### Cells colored by class

(2 px per um)
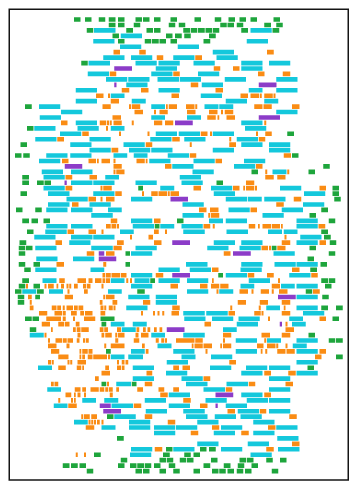
### Clock routing

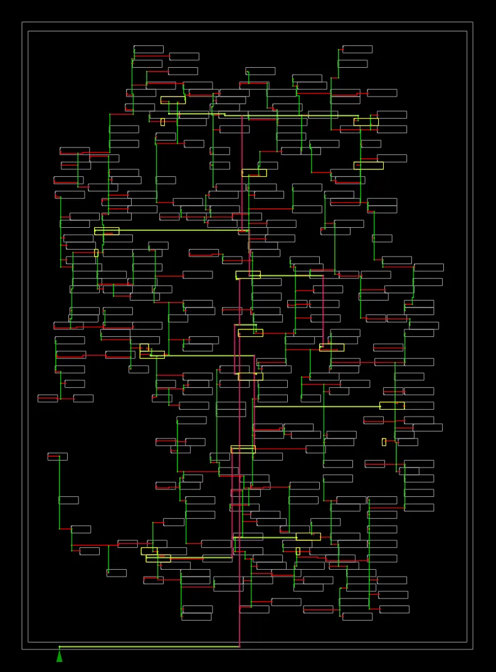
### Wire density map

(1.5 px per um) The die is cut into 17 by 23 equal tiles; dark purple is low, yellow is high, scaled to the fullest tile. Values are wire area over tile area, all layers added.
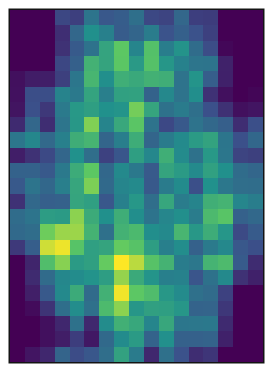
Design writeback_arbiter_flat, sky130hd; sources not shown.
==> ds_physical_params.txt <==
Characteristics after synthesis and place and route

Parameter                              Value

Outcome
  Status .................. complete, no violations

GRT
  Number of antenna violations at the first check in global routing .................. 0

Power and ir drop
  IR Drop Worst-Case VDD .................. 0.1772 mV
  Fraction of power consumed by sequential logic .................. 0.466
  Proportion of total power due to net switching .................. 0.3626

Die
  FP Rows .................. 84
  Horizontal die dimension .................. 168.7 um

Worst setup path
  Number of cells on the critical path .................. 7
  Maximum fanout encountered on the critical timing path .................. 34
  Worst path top cell family by delay .................. simple AND/OR/NAND/NOR gates

STA
  Worst slack on hold paths .................. 480.0 ps
  Number of hold violations in the final report .................. 0
  Smallest setup slack after layout .................. 2541 ps

Synthesis
  Synth top area cells .................. sky130_fd_sc_hd__edfxtp_1, sky130_fd_sc_hd__dfxtp_1, sky130_fd_sc_hd__mux2i_1
  Basic Gates by Area .................. 0.05578
  Area share of and-or/or-and cells after synthesis .................. 0.1049
  Cell variety after synth .................. 62
  Area leader, netlist .................. sky130_fd_sc_hd__edfxtp_1

Final layout
  Highest-count cells in the layout ignoring fill and taps .................. sky130_fd_sc_hd__edfxtp_1, sky130_fd_sc_hd__clkdlybuf4s50_1, sky130_fd_sc_hd__mux2i_1
  Final design instance area without fill .................. 13,800 um2

Placement
  Placed Instance Area .................. 13,390 um2

Flow run
  Number of warnings in the stage logs .................. 29
Back to the opening pictures, 'Cells colored by class':
| color | class | cells |
|---|---|---|
| purple | clock drivers and dummy loads | 20 |
| green | other buffers and delay cells | 173 |
| orange | all other logic | 401 |
| cyan | flip-flops | 278 |
flip-flop and latch share of the layout cell area: 0.5645
Final Core Density: 0.3679
area of the placeable core: 37,520 um2

Back to the opening pictures, 'Clock routing':
total number of sequential cells: 278
Skew-Pair Late Insertion Delay: 500 ps
sink count of the clock tree: 278

Back to the opening pictures, 'Wire density map':
densest ninth of the die: bottom middle
nearly empty tiles: 12%
tiles over half the peak: 28%
fullest tile: 0.31
emptiest ninth of the die: top right
detailed-route via count: 6,294
overall track demand over capacity in global routing: 0.1448
overall routed net length: 28,940 um
mean routed wirelength per cell: 21.52 um

-- stage by stage --
stage / power (mW) / instances
5_1_grt: 4.273 / 1345
3_3_place_gp: 3.257 / 1323
4_1_cts: 4.153 / 1344
6_report: 4.090 / 1345
3_5_place_dp: 3.254 / 1324
2_1_floorplan: 2.898 / 715
-- tightest hold or removal path: cells and delay by family, from the launching register on --
family / cells / cell delay (ps)
muxes: 1 / 50
DFF: 1 / 340
and+or+nand+nor: 1 / 50
-- cells by family after synthesis --
family                     Yosys count
AOI/OAI and AO/OA                  121
DFF                                278
adders and majority gates           10
muxes                              113
xor gates and xnor gates             7
and+or+nand+nor                    135
buffers and inverters               51
-- routing by layer --
layer,up-vias,part of all wire,track usage,routed length [um]
met2,112,0.54,0.2750,15560
met4,0,0.020,0.03527,579
li1,3027,-,-,-
met5,-,0,0,0
met3,28,0.031,0.01634,890
met1,3127,0.41,0.1720,11910
-- cell type report --
class | instances | area [um2] | area share
clock inverters | 3 | 55.05 | 0.003988
inverters | 15 | 56.30 | 0.004079
flip-flops and latches | 278 | 7791 | 0.5645
clock buffers | 17 | 340.3 | 0.02466
well taps | 473 | 591.8 | 0.04288
multi-input cells | 386 | 3256 | 0.2359
repair buffers | 173 | 1713 | 0.1241
-- power by group through the flow --
stage,clock (mW),combinational (mW),sequential (mW)
2_1_floorplan,0,0.607,2.29
3_3_place_gp,0,1.31,1.95
3_5_place_dp,0,1.31,1.95
4_1_cts,0.931,1.31,1.91
5_1_grt,0.978,1.38,1.92
6_report,0.891,1.29,1.91
No activity file was given, so power comes from the tool's default toggle rates.
